[src/rtl/lsu_ctrl_if.sv]
// lsu_ctrl_if: request/response handshake plus data-memory port of the load/store unit.
// Signal names carry the direction as seen from lsu_ctrl.
//   req_*   : execute-stage request (valid/ready, we, funct3, addr, wdata)
//   resp_*  : one-cycle completion pulse with extended load data and error flag
//   stall_o : pipeline stall while the unit is busy
//   mem_*   : data-memory port (write enable, size select, address, write/read data)
// Modports: slave = lsu_ctrl side, master = requester/memory environment side.
interface lsu_ctrl_if #(
   parameter int unsigned ADDR_W = 32
);
   logic              req_valid_i;
   logic              req_ready_o;
   logic              req_we_i;
   logic [2:0]        req_funct3_i;
   logic [ADDR_W-1:0] req_addr_i;
   logic [ADDR_W-1:0] req_wdata_i;
   logic              resp_valid_o;
   logic [ADDR_W-1:0] resp_rdata_o;
   logic              resp_err_o;
   logic              stall_o;
   logic              mem_rw_o;
   logic [1:0]        mem_sec_o;
   logic [ADDR_W-1:0] mem_addr_o;
   logic [ADDR_W-1:0] mem_wdata_o;
   logic [ADDR_W-1:0] mem_data_i;

   modport slave (
      input  req_valid_i, req_we_i, req_funct3_i, req_addr_i, req_wdata_i, mem_data_i,
      output req_ready_o, resp_valid_o, resp_rdata_o, resp_err_o, stall_o,
      output mem_rw_o, mem_sec_o, mem_addr_o, mem_wdata_o
   );

   modport master (
      output req_valid_i, req_we_i, req_funct3_i, req_addr_i, req_wdata_i, mem_data_i,
      input  req_ready_o, resp_valid_o, resp_rdata_o, resp_err_o, stall_o,
      input  mem_rw_o, mem_sec_o, mem_addr_o, mem_wdata_o
   );
endinterface

[src/rtl/lsu_ctrl.sv]
// lsu_ctrl: load/store initiator between execute and data-memory stage.
// Accepts one request at a time (valid/ready), validates it (funct3, alignment, range),
// drives the memory port for one cycle, captures registered read data one cycle later and
// sign/zero-extends it per RISC-V funct3. Rejected requests never reach memory.
// Ports:
//   clk, rst_n : clock, asynchronous active-low reset
//   bus        : lsu_ctrl_if.slave (request, response, stall, memory port)
// Optional feature, macro LSU_ERR_STICKY_EN:
//   err_sticky_o / err_addr_o : sticky flag and address of the first rejected request
//   err_clr_i                 : clears both; a simultaneous new error takes precedence
module lsu_ctrl #(
   parameter int unsigned MEM_TOP = 20,
   parameter int unsigned ADDR_W  = 32
) (
   input  logic              clk,
   input  logic              rst_n,
   lsu_ctrl_if.slave         bus
`ifdef LSU_ERR_STICKY_EN
   ,
   output logic              err_sticky_o,
   output logic [ADDR_W-1:0] err_addr_o,
   input  logic              err_clr_i
`endif
);

   typedef enum logic [1:0] {StIdle, StIssue, StCapture, StResp} state_e;

   localparam logic [ADDR_W:0] MemTopExt = (ADDR_W+1)'(MEM_TOP);

   state_e            state_q, state_d;
   logic              we_q;
   logic [2:0]        funct3_q;
   logic [ADDR_W-1:0] addr_q, wdata_q, rdata_q, ext_data;
   logic              err_q;
   logic              accept, chk_err, illegal, misaligned, out_of_range;
   logic [ADDR_W:0]   size_m1, last_byte;

   assign accept = (state_q == StIdle) && bus.req_valid_i;

   // Request check on the live inputs; the result is used only at the accept edge.
   always_comb begin
      size_m1 = '0;
      case (bus.req_funct3_i[1:0])
         2'b00:   size_m1 = (ADDR_W+1)'(0);
         2'b01:   size_m1 = (ADDR_W+1)'(1);
         default: size_m1 = (ADDR_W+1)'(3);
      endcase
      // One extra bit so an access near the top of the address space cannot wrap.
      last_byte    = {1'b0, bus.req_addr_i} + size_m1;
      out_of_range = last_byte > MemTopExt;
      if (bus.req_we_i) begin
         illegal = bus.req_funct3_i[2] || (bus.req_funct3_i[1:0] == 2'b11);
      end else begin
         illegal = (bus.req_funct3_i[1:0] == 2'b11) || (bus.req_funct3_i == 3'b110);
      end
      misaligned = ((bus.req_funct3_i[1:0] == 2'b01) && bus.req_addr_i[0]) ||
                   ((bus.req_funct3_i[1:0] == 2'b10) && (bus.req_addr_i[1:0] != 2'b00));
      chk_err    = illegal || misaligned || out_of_range;
   end

   // Load data extension, selected by the latched funct3.
   always_comb begin
      ext_data = bus.mem_data_i;
      case (funct3_q)
         3'b000:  ext_data = {{(ADDR_W-8){bus.mem_data_i[7]}}, bus.mem_data_i[7:0]};
         3'b001:  ext_data = {{(ADDR_W-16){bus.mem_data_i[15]}}, bus.mem_data_i[15:0]};
         3'b100:  ext_data = {{(ADDR_W-8){1'b0}}, bus.mem_data_i[7:0]};
         3'b101:  ext_data = {{(ADDR_W-16){1'b0}}, bus.mem_data_i[15:0]};
         default: ext_data = bus.mem_data_i;
      endcase
   end

   always_comb begin
      state_d = state_q;
      unique case (state_q)
         StIdle:    if (bus.req_valid_i) state_d = chk_err ? StResp : StIssue;
         StIssue:   state_d = we_q ? StResp : StCapture;
         StCapture: state_d = StResp;
         StResp:    state_d = StIdle;
         default:   state_d = StIdle;
      endcase
   end

   always_ff @(posedge clk or negedge rst_n) begin
      if (!rst_n) begin
         state_q  <= StIdle;
         we_q     <= 1'b0;
         funct3_q <= 3'b000;
         addr_q   <= '0;
         wdata_q  <= '0;
         rdata_q  <= '0;
         err_q    <= 1'b0;
      end else begin
         state_q <= state_d;
         if (accept) begin
            we_q     <= bus.req_we_i;
            funct3_q <= bus.req_funct3_i;
            addr_q   <= bus.req_addr_i;
            wdata_q  <= bus.req_wdata_i;
         end
         // Response registers change only on the edge that enters RESP, so they hold
         // the previous response until the next one is presented.
         if (accept && chk_err) begin
            rdata_q <= '0;
            err_q   <= 1'b1;
         end else if ((state_q == StIssue) && we_q) begin
            rdata_q <= '0;
            err_q   <= 1'b0;
         end else if (state_q == StCapture) begin
            rdata_q <= ext_data;
            err_q   <= 1'b0;
         end
      end
   end

   always_comb begin
      bus.req_ready_o  = (state_q == StIdle);
      bus.stall_o      = (state_q != StIdle);
      bus.resp_valid_o = (state_q == StResp);
      bus.resp_rdata_o = rdata_q;
      bus.resp_err_o   = err_q;
      // Write enable is decoded from state only, so reset removes it asynchronously.
      bus.mem_rw_o     = (state_q == StIssue) && we_q;
      bus.mem_sec_o    = 2'b11;
      if ((state_q == StIssue) || (state_q == StCapture)) bus.mem_sec_o = funct3_q[1:0];
      bus.mem_addr_o   = addr_q;
      bus.mem_wdata_o  = wdata_q;
   end

`ifdef LSU_ERR_STICKY_EN
   logic              err_sticky_q;
   logic [ADDR_W-1:0] err_addr_q;
   logic              new_err;

   assign new_err = accept && chk_err;

   always_ff @(posedge clk or negedge rst_n) begin
      if (!rst_n) begin
         err_sticky_q <= 1'b0;
         err_addr_q   <= '0;
      end else if (new_err) begin
         err_sticky_q <= 1'b1;
         // A clear in the same cycle frees the slot for the new error's address.
         if (!err_sticky_q || err_clr_i) err_addr_q <= bus.req_addr_i;
      end else if (err_clr_i) begin
         err_sticky_q <= 1'b0;
         err_addr_q   <= '0;
      end
   end

   assign err_sticky_o = err_sticky_q;
   assign err_addr_o   = err_addr_q;
`endif

endmodule

[src/flat_wrapper.sv]
// flat-port wrapper written by rule: the top's interface ports become plain ports
module lsu_ctrl_flat 
#(
   parameter int unsigned MEM_TOP = 20,
   parameter int unsigned ADDR_W  = 32
)
  (clk, rst_n, bus_req_valid_i, bus_req_we_i, bus_req_funct3_i, bus_req_addr_i, bus_req_wdata_i, bus_mem_data_i, bus_req_ready_o, bus_resp_valid_o, bus_resp_rdata_o, bus_resp_err_o, bus_stall_o, bus_mem_rw_o, bus_mem_sec_o, bus_mem_addr_o, bus_mem_wdata_o);
  lsu_ctrl_if #(.ADDR_W(ADDR_W)) bus_i ();
  input  logic clk;
  input  logic rst_n;
  input wire logic [$bits(bus_i.req_valid_i)-1:0] bus_req_valid_i;
  input wire logic [$bits(bus_i.req_we_i)-1:0] bus_req_we_i;
  input wire logic [$bits(bus_i.req_funct3_i)-1:0] bus_req_funct3_i;
  input wire logic [$bits(bus_i.req_addr_i)-1:0] bus_req_addr_i;
  input wire logic [$bits(bus_i.req_wdata_i)-1:0] bus_req_wdata_i;
  input wire logic [$bits(bus_i.mem_data_i)-1:0] bus_mem_data_i;
  output wire logic [$bits(bus_i.req_ready_o)-1:0] bus_req_ready_o;
  output wire logic [$bits(bus_i.resp_valid_o)-1:0] bus_resp_valid_o;
  output wire logic [$bits(bus_i.resp_rdata_o)-1:0] bus_resp_rdata_o;
  output wire logic [$bits(bus_i.resp_err_o)-1:0] bus_resp_err_o;
  output wire logic [$bits(bus_i.stall_o)-1:0] bus_stall_o;
  output wire logic [$bits(bus_i.mem_rw_o)-1:0] bus_mem_rw_o;
  output wire logic [$bits(bus_i.mem_sec_o)-1:0] bus_mem_sec_o;
  output wire logic [$bits(bus_i.mem_addr_o)-1:0] bus_mem_addr_o;
  output wire logic [$bits(bus_i.mem_wdata_o)-1:0] bus_mem_wdata_o;
  assign bus_i.req_valid_i = bus_req_valid_i;
  assign bus_i.req_we_i = bus_req_we_i;
  assign bus_i.req_funct3_i = bus_req_funct3_i;
  assign bus_i.req_addr_i = bus_req_addr_i;
  assign bus_i.req_wdata_i = bus_req_wdata_i;
  assign bus_i.mem_data_i = bus_mem_data_i;
  assign bus_req_ready_o = bus_i.req_ready_o;
  assign bus_resp_valid_o = bus_i.resp_valid_o;
  assign bus_resp_rdata_o = bus_i.resp_rdata_o;
  assign bus_resp_err_o = bus_i.resp_err_o;
  assign bus_stall_o = bus_i.stall_o;
  assign bus_mem_rw_o = bus_i.mem_rw_o;
  assign bus_mem_sec_o = bus_i.mem_sec_o;
  assign bus_mem_addr_o = bus_i.mem_addr_o;
  assign bus_mem_wdata_o = bus_i.mem_wdata_o;
  lsu_ctrl #(.MEM_TOP(MEM_TOP), .ADDR_W(ADDR_W)) u_core (.clk(clk), .rst_n(rst_n), .bus(bus_i));
endmodule
[config.mk]
export PLATFORM = sky130hd
export DESIGN_NAME = lsu_ctrl_flat
export DESIGN_NICKNAME = d
export VERILOG_FILES = /design/src/rtl/lsu_ctrl_if.sv /design/src/rtl/lsu_ctrl.sv /design/src/flat_wrapper.sv
export SDC_FILE = /design/constraint.sdc
export NUM_CORES = 1
export LEC_CHECK = 0
export CAP_MARGIN = 20
export CORE_ASPECT_RATIO = 0.75
export CORE_UTILIZATION = 40
export DETAILED_ROUTE_END_ITERATION = 6
export PLACE_DENSITY = 0.87
export RECOVER_POWER = 50
export SLEW_MARGIN = 20
export SYNTH_ARGS = -nofsm -noshare
export SYNTH_HDL_FRONTEND = slang
export SYNTH_SLANG_ARGS = --single-unit
export TNS_END_PERCENT = 50
[constraint.sdc]
create_clock -name clk -period 2 [get_ports clk]
set_input_delay 0.5 -clock clk [delete_from_list [all_inputs] [get_ports clk]]
set_output_delay 0.5 -clock clk [all_outputs]
set_load 0.05 [all_outputs]
==> flow_metrics.tcl, run 1 <==
# yosys + openroad results
set metrics [dict create \
    status "finished with violations" \
    violations "negative setup slack" \
    core_sq_mm 0.0124 \
    worstSetupStartpointType "input pin" \
    worstSkewPairLatency_ns 0.34 \
    drt-pass1-iter-count 5 \
    numCtsBuffers 9 \
    logic_area_sq_mm 0.00261 \
    max_stage_delay_ns 0.59 \
    synth_nets 567 \
    hold_viol 0 \
    p_int_mw 7.23 \
    ys_sh_mux_pct 15.8 \
    n_all_buffers 290 \
    lay_top_cells "103 x dfrtp_1, 97 x clkdlybuf4s50_1, 71 x buf_4" \
    seq_area_frac_synth_pct 50.1 \
    grt_pass1_wl_microns 25000 \
    worst_slack_ns -0.986 \
    ant_nets 0 \
    synth-xor-area-share_pct 0.341 \
    rsz0062_at_grt "true" \
    critical_path.top_delay_family "simple AND/OR/NAND/NOR gates" \
    end_kind "flop" \
    syn_area_per_cell_sq_um 11.3 \
    post_synth_main_area_contributors "dfrtp_1 50%, mux2_2 14%, o21ai_0 4.4%, nor3_2 2.7%, nand2_1 2.4%" \
    drive_gt1_share_pct 31.6 \
    ys_ff 103 \
    cts_tree "done" \
    synthAoiAreaFrac_pct 11.8 \
    clock-sinks 103 \
    powerClk_mw 1.97 \
    common_cells "103 x dfrtp_1, 64 x mux2_2, 45 x o21ai_0, 33 x nand2_1, 22 x clkbuf_1" \
    overflow 0 \
    postCtsSetupRepairBufs 10 \
    yosysCellCount 457 \
    cts_max_level 3 \
    ys_chip_area_sq_mm 0.00514 \
    slowest_stage "nor4_1" \
    num_vias 4840 \
    cpMostUsedCell "buf_12" \
    logic_family "simple AND/OR/NAND/NOR gates" \
    crit_path_end "u_core.bus.resp_err_o" \
    stdcell_count 902 \
    fp_util_pct 41.5 \
    top_cell "dfrtp_1" \
    synth.distinct_cells 63 \
    drc 0 \
    place_area_sq_mm 0.00792 \
    synthFlopType "dfrtp_1" \
    grt_pass1_vias 5028 \
    clk_path_buf_depth 2 \
    setup_violations 36 \
    grt_use_met2_pct 41.1 \
    stdcell_area_sq_mm 0.00845 \
    crit_type "input pin to flop" \
    fmax_mhz 335 \
    clk_share_pct 3.97 \
    root_buffer "clkbuf_16" \
    seq_cell_count 103 \
    adder_share_pct 1.85 \
    io_buffer_count 205 \
    power.density_mw_per_mm2 1690 \
    place.gp.congestion 0.913 \
    drt_iter0_markers 303 \
    synth_top_cell_by_area "dfrtp_1" \
    nonClkBufAreaFrac_pct 31.7 \
]
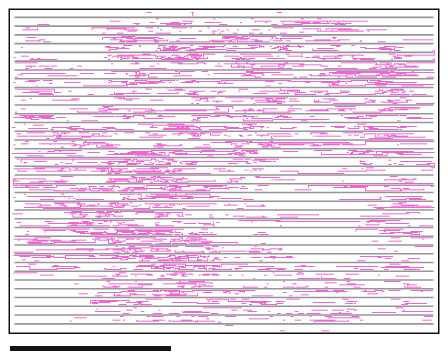
run_1/m1.png
Scale bar: 50 microns. Supply wires on this layer in gray.
main direction = horizontal
share of all routed wire = 41%
longest straight run = 39.1 microns

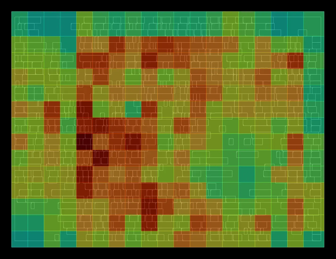
run_1/congestion_map.png
gr usage total: 23.9%
GRT Max-Usage Layer: met2
routing usage on met3: 5.76%

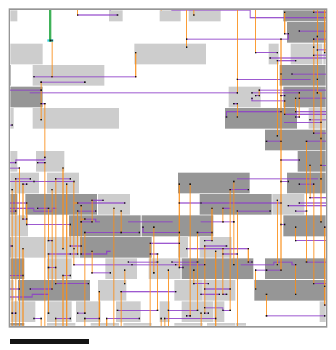
run_1/closeup.png
Scale bar: 10 microns. Region (80, 5) to (120, 45) microns. Cells in gray, sequential cells in the stronger gray; small squares are vias.
M3 -> cyan
M2 -> orange
M1 -> purple
M4 -> green
most frequent = dfrtp_1 (18), mux2_2 (13)
sequential cells in the window = 18
netlist names of flops here include = u_core.bus.mem_wdata_o (18)
cells with their middle in the window = 53

run_1/m3.png
Scale bar: 50 microns. Cells faint in the background.
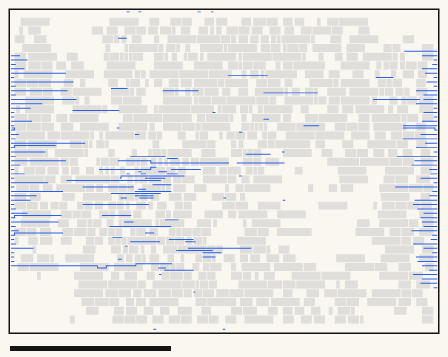

==> run 2: changes to the inputs <==
--- a/config.mk
+++ b/config.mk
@@ -5,9 +5,10 @@
 export SDC_FILE = /design/constraint.sdc
 export NUM_CORES = 1
 export LEC_CHECK = 0
+export ABC_AREA = 1
 export CAP_MARGIN = 20
 export CORE_ASPECT_RATIO = 0.75
-export CORE_UTILIZATION = 40
+export CORE_UTILIZATION = 41
 export DETAILED_ROUTE_END_ITERATION = 6
 export PLACE_DENSITY = 0.87
 export RECOVER_POWER = 50
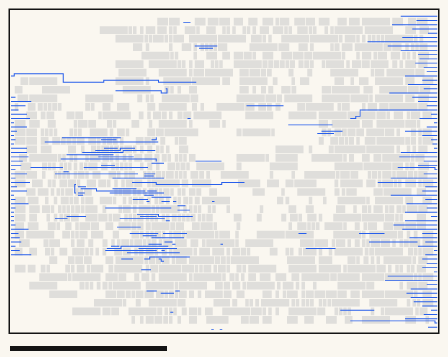
run_2/m3.png
Scale bar: 50 microns. Cells faint in the background.
nets with wire on the layer = 180
longest straight run = 35.9 microns
wire length on this layer = 1440 microns

==> run 2 against run 1 <==
The flow finishes with violations (design-rule violations, max-capacitance violations, max-slew violations, negative setup slack); combinational power decreased by 7.8%; total power decreased by 6.9%; highest routed layer unchanged; synthesized area increased by 8.4%; critical path type unchanged; final cell count increased by 34%; critical path depth increased by 8; wire length is 14% higher; setup slack gained 0.44 ns; critical endpoint is now u_core.bus.resp_rdata_o[22]; sequential share of layout area fell by 1.5 points.
==> flow_metrics.tcl, run 2 <==
# yosys + openroad results
set metrics [dict create \
    status "finished with violations" \
    violations "design-rule violations, max-capacitance violations, max-slew violations, negative setup slack" \
    synth-xor-area-share_pct 0.943 \
    lay_top_cells "264 x nand2_1, 129 x buf_4, 103 x dfrtp_1" \
    stdcell_count 1207 \
    power.density_mw_per_mm2 1500 \
    root_buffer "clkbuf_16" \
    rsz0062_at_grt "true" \
    grt_use_met2_pct 44.2 \
    top_cell "nand2_1" \
    drc 2 \
    grt_pass1_vias 5768 \
    overflow 0 \
    end_kind "flop" \
    maxCapViolations 1 \
    worst_slack_ns -0.551 \
    ys_chip_area_sq_mm 0.00557 \
    drt_iter0_markers 381 \
    finalMaxSlewViolations 27 \
    synth_nets 854 \
    worstSetupStartpointType "input pin" \
    postCtsSetupRepairBufs 4 \
    ant_nets 0 \
    logic_area_sq_mm 0.00271 \
    syn_area_per_cell_sq_um 7.49 \
    ys_sh_mux_pct 0 \
    post_synth_main_area_contributors "dfrtp_1 46%, nand2_1 18%, o21ai_0 5.6%, inv_1 5.5%, a21oi_2 4.7%" \
    p_int_mw 6.38 \
    grt-busiest-layer "met2" \
    max_stage_delay_ns 0.40 \
    fp_util_pct 42.5 \
    track_usage_pct 26.4 \
    crit_path_end "u_core.bus.resp_rdata_o[22]" \
    logic_family "simple AND/OR/NAND/NOR gates" \
    fmax_mhz 392 \
    yosysCellCount 744 \
    common_cells "268 x nand2_1, 103 x dfrtp_1, 82 x inv_1, 62 x o21ai_0, 61 x nor2_1" \
    synthAoiAreaFrac_pct 13.6 \
    place_area_sq_mm 0.00848 \
    synthFlopType "dfrtp_1" \
    setup_violations 34 \
    grt_util_met3_pct 5.36 \
    cts_max_level 3 \
    powerClk_mw 1.86 \
]
Power figures rest on the tool's default switching activity, not on a simulated workload.
